==> src/rtl/risc_load_store_unit_32_if.sv <==
// Bus bundle for risc_load_store_unit_32.
// Groups the core request/response handshake and the data-memory port.
//   slave  : the load/store unit side
//              inputs  req_*, mem_rdata
//              outputs req_ready, resp_*, mem_addr/mem_we/mem_wdata
//   master : the core plus data-memory side, with the opposite directions
interface risc_load_store_unit_32_if;
    logic        req_valid;
    logic        req_ready;
    logic        req_write;
    logic [2:0]  req_funct3;
    logic [31:0] req_addr;
    logic [31:0] req_wdata;
    logic        resp_valid;
    logic [31:0] resp_rdata;
    logic        resp_fault;
    logic [31:0] mem_addr;
    logic        mem_we;
    logic [31:0] mem_wdata;
    logic [31:0] mem_rdata;

    modport slave (
        input  req_valid, req_write, req_funct3, req_addr, req_wdata, mem_rdata,
        output req_ready, resp_valid, resp_rdata, resp_fault, mem_addr, mem_we, mem_wdata
    );

    modport master (
        output req_valid, req_write, req_funct3, req_addr, req_wdata, mem_rdata,
        input  req_ready, resp_valid, resp_rdata, resp_fault, mem_addr, mem_we, mem_wdata
    );
endinterface

==> src/rtl/risc_load_store_unit_32.sv <==
// Load/store unit for a 32-bit RISC-V core in front of a word-wide data memory.
// It turns LB/LH/LW/LBU/LHU/SB/SH/SW into word accesses. Sub-word stores are
// done as a read-modify-write because the memory can only write whole words.
// Ports:
//   clk     : clock, rising edge
//   areset  : asynchronous active-high reset
//   bus     : risc_load_store_unit_32_if.slave (request, response, memory port)
// Parameter:
//   MEM_WORDS : memory depth in words; byte addresses >= MEM_WORDS*4 fault
// Build option:
//   LSU_MISALIGN_TRAP_EN defined   -> misaligned H/W accesses fault
//   LSU_MISALIGN_TRAP_EN undefined -> the low address bits are forced to natural
//                                     alignment and the access proceeds
module risc_load_store_unit_32 #(
    parameter int unsigned MEM_WORDS = 64
) (
    input  logic clk,
    input  logic areset,
    risc_load_store_unit_32_if.slave bus
);

    localparam logic [31:0] ADDR_LIMIT = 32'(MEM_WORDS * 4);

    typedef enum logic [1:0] {IDLE, RD, WR, RESP} state_t;

    state_t      state, state_n;
    logic        lat_write, lat_write_n;
    logic [1:0]  lat_size, lat_size_n;
    logic        lat_uns, lat_uns_n;
    logic [31:0] lat_addr, lat_addr_n;
    logic [31:0] wbuf, wbuf_n;
    logic        resp_valid_q, resp_valid_n;
    logic [31:0] resp_rdata_q, resp_rdata_n;
    logic        resp_fault_q, resp_fault_n;

    logic [1:0]  req_size;
    logic        req_fault;
    logic [31:0] req_addr_al;

    logic [7:0]  rd_byte;
    logic [15:0] rd_half;
    logic [31:0] rd_ext;
    logic [31:0] merged;

    // Request decode: access size, fault detection, address alignment
    always_comb begin
        req_size    = bus.req_funct3[1:0];
        req_addr_al = bus.req_addr;
        req_fault   = (bus.req_funct3 == 3'b011) || (bus.req_funct3[2:1] == 2'b11) ||
                      (bus.req_addr >= ADDR_LIMIT);
`ifdef LSU_MISALIGN_TRAP_EN
        if ((req_size == 2'b01 && bus.req_addr[0]) ||
            (req_size == 2'b10 && bus.req_addr[1:0] != 2'b00)) begin
            req_fault = 1'b1;
        end
`else
        if (req_size == 2'b01) begin
            req_addr_al[0] = 1'b0;
        end else if (req_size == 2'b10) begin
            req_addr_al[1:0] = 2'b00;
        end
`endif
    end

    // Lane select/extension for loads and lane merge for sub-word stores
    always_comb begin
        rd_byte = bus.mem_rdata[{lat_addr[1:0], 3'b000} +: 8];
        rd_half = bus.mem_rdata[{lat_addr[1], 4'b0000} +: 16];
        case (lat_size)
            2'b00:   rd_ext = lat_uns ? {24'h0, rd_byte} : {{24{rd_byte[7]}}, rd_byte};
            2'b01:   rd_ext = lat_uns ? {16'h0, rd_half} : {{16{rd_half[15]}}, rd_half};
            default: rd_ext = bus.mem_rdata;
        endcase
        merged = bus.mem_rdata;
        if (lat_size == 2'b00) begin
            merged[{lat_addr[1:0], 3'b000} +: 8] = wbuf[7:0];
        end else begin
            merged[{lat_addr[1], 4'b0000} +: 16] = wbuf[15:0];
        end
    end

    // State and datapath registers
    always_ff @(posedge clk or posedge areset) begin
        if (areset) begin
            state        <= IDLE;
            lat_write    <= 1'b0;
            lat_size     <= 2'b00;
            lat_uns      <= 1'b0;
            lat_addr     <= 32'h0;
            wbuf         <= 32'h0;
            resp_valid_q <= 1'b0;
            resp_rdata_q <= 32'h0;
            resp_fault_q <= 1'b0;
        end else begin
            state        <= state_n;
            lat_write    <= lat_write_n;
            lat_size     <= lat_size_n;
            lat_uns      <= lat_uns_n;
            lat_addr     <= lat_addr_n;
            wbuf         <= wbuf_n;
            resp_valid_q <= resp_valid_n;
            resp_rdata_q <= resp_rdata_n;
            resp_fault_q <= resp_fault_n;
        end
    end

    // Next-state and next-register logic
    always_comb begin
        state_n      = state;
        lat_write_n  = lat_write;
        lat_size_n   = lat_size;
        lat_uns_n    = lat_uns;
        lat_addr_n   = lat_addr;
        wbuf_n       = wbuf;
        resp_valid_n = 1'b0;
        resp_rdata_n = 32'h0;
        resp_fault_n = 1'b0;
        case (state)
            IDLE: begin
                if (bus.req_valid) begin
                    lat_write_n = bus.req_write;
                    lat_size_n  = req_size;
                    lat_uns_n   = bus.req_funct3[2];
                    lat_addr_n  = req_addr_al;
                    wbuf_n      = bus.req_wdata;
                    if (req_fault) begin
                        state_n      = RESP;
                        resp_valid_n = 1'b1;
                        resp_fault_n = 1'b1;
                    end else if (bus.req_write && req_size == 2'b10) begin
                        state_n = WR;
                    end else begin
                        state_n = RD;
                    end
                end
            end
            RD: begin
                if (lat_write) begin
                    wbuf_n  = merged;
                    state_n = WR;
                end else begin
                    state_n      = RESP;
                    resp_valid_n = 1'b1;
                    resp_rdata_n = rd_ext;
                end
            end
            WR: begin
                state_n      = RESP;
                resp_valid_n = 1'b1;
            end
            RESP:    state_n = IDLE;
            default: state_n = IDLE;
        endcase
    end

    // Memory port and handshake decoded from state and latched registers
    assign bus.req_ready  = (state == IDLE);
    assign bus.mem_we     = (state == WR);
    assign bus.mem_addr   = {lat_addr[31:2], 2'b00};
    assign bus.mem_wdata  = wbuf;
    assign bus.resp_valid = resp_valid_q;
    assign bus.resp_rdata = resp_rdata_q;
    assign bus.resp_fault = resp_fault_q;

endmodule

==> src/flat_wrapper.sv <==
// flat-port wrapper written by rule: the top's interface ports become plain ports
module risc_load_store_unit_32_flat 
#(
    parameter int unsigned MEM_WORDS = 64
)
  (clk, areset, bus_req_valid, bus_req_write, bus_req_funct3, bus_req_addr, bus_req_wdata, bus_mem_rdata, bus_req_ready, bus_resp_valid, bus_resp_rdata, bus_resp_fault, bus_mem_addr, bus_mem_we, bus_mem_wdata);
  risc_load_store_unit_32_if bus_i ();
  input  logic clk;
  input  logic areset;
  input wire logic [$bits(bus_i.req_valid)-1:0] bus_req_valid;
  input wire logic [$bits(bus_i.req_write)-1:0] bus_req_write;
  input wire logic [$bits(bus_i.req_funct3)-1:0] bus_req_funct3;
  input wire logic [$bits(bus_i.req_addr)-1:0] bus_req_addr;
  input wire logic [$bits(bus_i.req_wdata)-1:0] bus_req_wdata;
  input wire logic [$bits(bus_i.mem_rdata)-1:0] bus_mem_rdata;
  output wire logic [$bits(bus_i.req_ready)-1:0] bus_req_ready;
  output wire logic [$bits(bus_i.resp_valid)-1:0] bus_resp_valid;
  output wire logic [$bits(bus_i.resp_rdata)-1:0] bus_resp_rdata;
  output wire logic [$bits(bus_i.resp_fault)-1:0] bus_resp_fault;
  output wire logic [$bits(bus_i.mem_addr)-1:0] bus_mem_addr;
  output wire logic [$bits(bus_i.mem_we)-1:0] bus_mem_we;
  output wire logic [$bits(bus_i.mem_wdata)-1:0] bus_mem_wdata;
  assign bus_i.req_valid = bus_req_valid;
  assign bus_i.req_write = bus_req_write;
  assign bus_i.req_funct3 = bus_req_funct3;
  assign bus_i.req_addr = bus_req_addr;
  assign bus_i.req_wdata = bus_req_wdata;
  assign bus_i.mem_rdata = bus_mem_rdata;
  assign bus_req_ready = bus_i.req_ready;
  assign bus_resp_valid = bus_i.resp_valid;
  assign bus_resp_rdata = bus_i.resp_rdata;
  assign bus_resp_fault = bus_i.resp_fault;
  assign bus_mem_addr = bus_i.mem_addr;
  assign bus_mem_we = bus_i.mem_we;
  assign bus_mem_wdata = bus_i.mem_wdata;
  risc_load_store_unit_32 #(.MEM_WORDS(MEM_WORDS)) u_core (.clk(clk), .areset(areset), .bus(bus_i));
endmodule
==> config.mk <==
export PLATFORM = sky130hd
export DESIGN_NAME = risc_load_store_unit_32_flat
export DESIGN_NICKNAME = d
export VERILOG_FILES = /design/src/rtl/risc_load_store_unit_32_if.sv /design/src/rtl/risc_load_store_unit_32.sv /design/src/flat_wrapper.sv
export SDC_FILE = /design/constraint.sdc
export NUM_CORES = 1
export LEC_CHECK = 0
export ABC_AREA = 1
export ABC_CLOCK_PERIOD_IN_PS = 10700
export CORE_MARGIN = 1.5
export CORE_UTILIZATION = 45
export CTS_CLUSTER_SIZE = 30
export DETAILED_ROUTE_END_ITERATION = 10
export GPL_TIMING_DRIVEN = 0
export PLACE_DENSITY_LB_ADDON = 0.1
export SETUP_SLACK_MARGIN = 0.15
export SYNTH_ARGS = -nofsm -noshare
export SYNTH_HDL_FRONTEND = slang
export SYNTH_SLANG_ARGS = --single-unit
==> constraint.sdc <==
create_clock -name clk -period 10.7 [get_ports clk]
set_input_delay 2.14 -clock clk [delete_from_list [all_inputs] [get_ports clk]]
set_output_delay 2.14 -clock clk [all_outputs]
set_load 0.03 [all_outputs]
==> results.toml <==
# implementation run metrics
[outcome]
status = "complete, no violations"

[drt]
firstDrtPassIters = 8
highest_layer = "met4"
initialDrtViolationCount = 432
wl_met1_um = 7910
ant_nets = 0
vias = 6106
wl_um = 18600
wl_met3_um = 1500
route.detailed.drc = 0
dr_wl_met2_um = 8680
vias_per_cell = 5.00

[die]
io-pin-count = 203
fp_util = 0.457
rows = 42
die_w_um = 119
taps = 176
die.size.y_um = 119
dieArea_um2 = 14000

[yosys]
synth.top_cell.area_share = 0.433
yosys.area.top_type = "dfrtp_1"
yosys_area_um2 = 6000
ys_seq_share = 0.433
synthAdderAreaFrac = 0.0188
syn_area_per_cell_um2 = 7.25
ys_sh_aoi = 0.130
ys_async_sr_fraction = 1.00
ys_types = 33
synth-xor-area-share = 0
area_leaders = "dfrtp_1 43%, nand2_1 18%, nor2_1 6.6%"
logic_family = "simple AND/OR/NAND/NOR gates"
common_cells = "280 x nand2_1, 105 x nor2_1, 104 x dfrtp_1, 73 x a21oi_1, 53 x inv_1"
ys_cells = 828
ys.flops = 104
yosys_warnings = 0
netlist_instances = 828
simple_gate_share = 0.305
most_common_cell = "nand2_1"
ys_sh_mux = 0
ff_type = "dfrtp_1"
edf_count = 0

[cells_and_area]
dominant-cell-class = "multi-input combinational cells"
inverters_excl_clock = 60
nets = 1153
logic_gates = 594
n_all_buffers = 272
design_area_um2 = 8580
clkCellAreaFrac = 0.0369
post_route_cells_drive_above_1_share = 0.0908
logic_area_um2 = 2730
final_cell_mix = "280 x nand2_1, 200 x clkdlybuf4s50_1, 105 x nor2_1, 104 x dfrtp_1, 73 x a21oi_1"
nonClkBufAreaFrac = 0.288
seq_cells = 104
clkbuf_count = 13
fill_cells = 1176
lay_top_count = "nand2_1"
instances_no_fill = 1222
diodes = 0
comb-cell-share = 0.318

[clock_tree]
tritoncts = "done"
ctsHoldBuffers = 0
clockBufferDepth = 2
cts_buffers = 9
clock-sinks = 104
cts_setup_buffers = 0
path_clk_slew_ns = 0.07
h-tree-depth = 3
cts_resized = 0
clock_latency_ns = 0.35
root_buffer = "clkbuf_16"

[grt]
grtUsageMet3 = 0.0623
grt_overflow = 0
antenna_found_initial = 0
grt_pass1_wl_um = 29700
grt_max_degree = 68
gr-usage-all-layers = 0.272
grt_pass1_vias = 5758

[worst_setup_path]
crit_chain = "inv_1 -> ha_1 -> clkdlybuf4s50_1"
crit_fanout = 5
required_ns = 8.56
r2r_end = "u_core.bus.mem_wdata[29]"
critPathCaptureType = "primary output"
path_buffers = 2
critical_path_class = "flip-flop to primary output"
cp_slowest_cell = "clkdlybuf4s50_1"
path_delay_family = "buffers and inverters"
path_depth = 3
cp_slowest_stage_delay_ns = 0.73
r2r_slack_ns = 8.15
cp-endpoint = "bus_req_ready"
start_kind = "flip-flop"
startpoint = "u_core.state[0]"
reg2reg_depth = 9
cp.arrival_ns = 1.90
r2r_start = "u_core.lat_addr[1]"

[power]
finalPower_mw = 2.73
pwr-share-comb = 0.625
p_int_mw = 1.43
maxPowerGroup = "combinational logic"
p_per_area_nw_per_um2 = 318
peakVddDrop_mv = 0.147
p_seq_frac = 0.248
pwr-share-clk = 0.127
p_switching_mw = 1.30

[placement]
dp_slack_ns = 6.93
hpwlAfterDp_um = 14400
portBuffers = 200
placed_cells = 1206
placed_area_um2 = 8260
gp_congestion = 0.985

[final_timing]
worstMarginPinSlew_ns = 0.633
fin_crit_ns = 4.04
finalHoldViolCount = 0
finalSetupTns_ns = 0
slew_headroom = 0.578
clock.fmax_ghz = 0.248
hold_ws_ns = 0.479
skew_ns = 0.00754
finalSetupViolations = 0
rsz0062_at_grt = "false"
timing.final.ws_setup_ns = 6.66
finalCritPeriodShare = 0.378

[hold_path]
holdPathEnd = "u_core.lat_addr[11]"
holdCritStartpoint = "u_core.lat_addr[11]"
hold_depth = 2
hold_path.class = "flip-flop to flip-flop"

[job]
max_cap_viol_count = 0
warning_count = 33
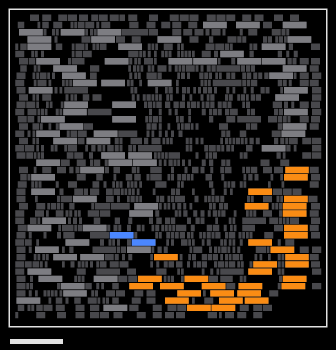
**Above:** sequential cells grouped by signal name.
Bar = 20 um. Other sequential cells in the stronger gray, the rest of the logic in the fainter gray.
- orange: u_core.bus.resp_rdata (flops 32)
- blue: u_core.lat_size (flops 2)
Seq area share: 0.303
Util after Layout: 0.653
Reg area: 2600 um^2
Seq power: 677 uW

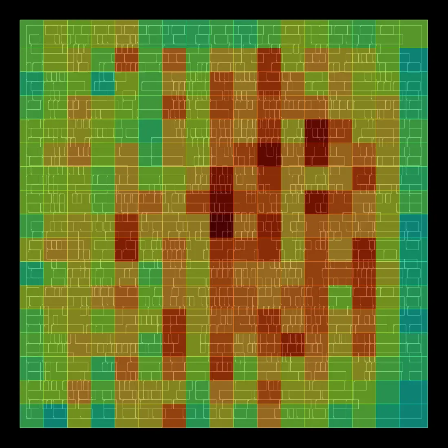
**Above:** routing congestion map.
grt met2 use: 0.440
drt wl/cell: 15.3 um
met1 Use GR: 0.354
GR peak layer: met2

No activity file was given, so power comes from the tool's default toggle rates.
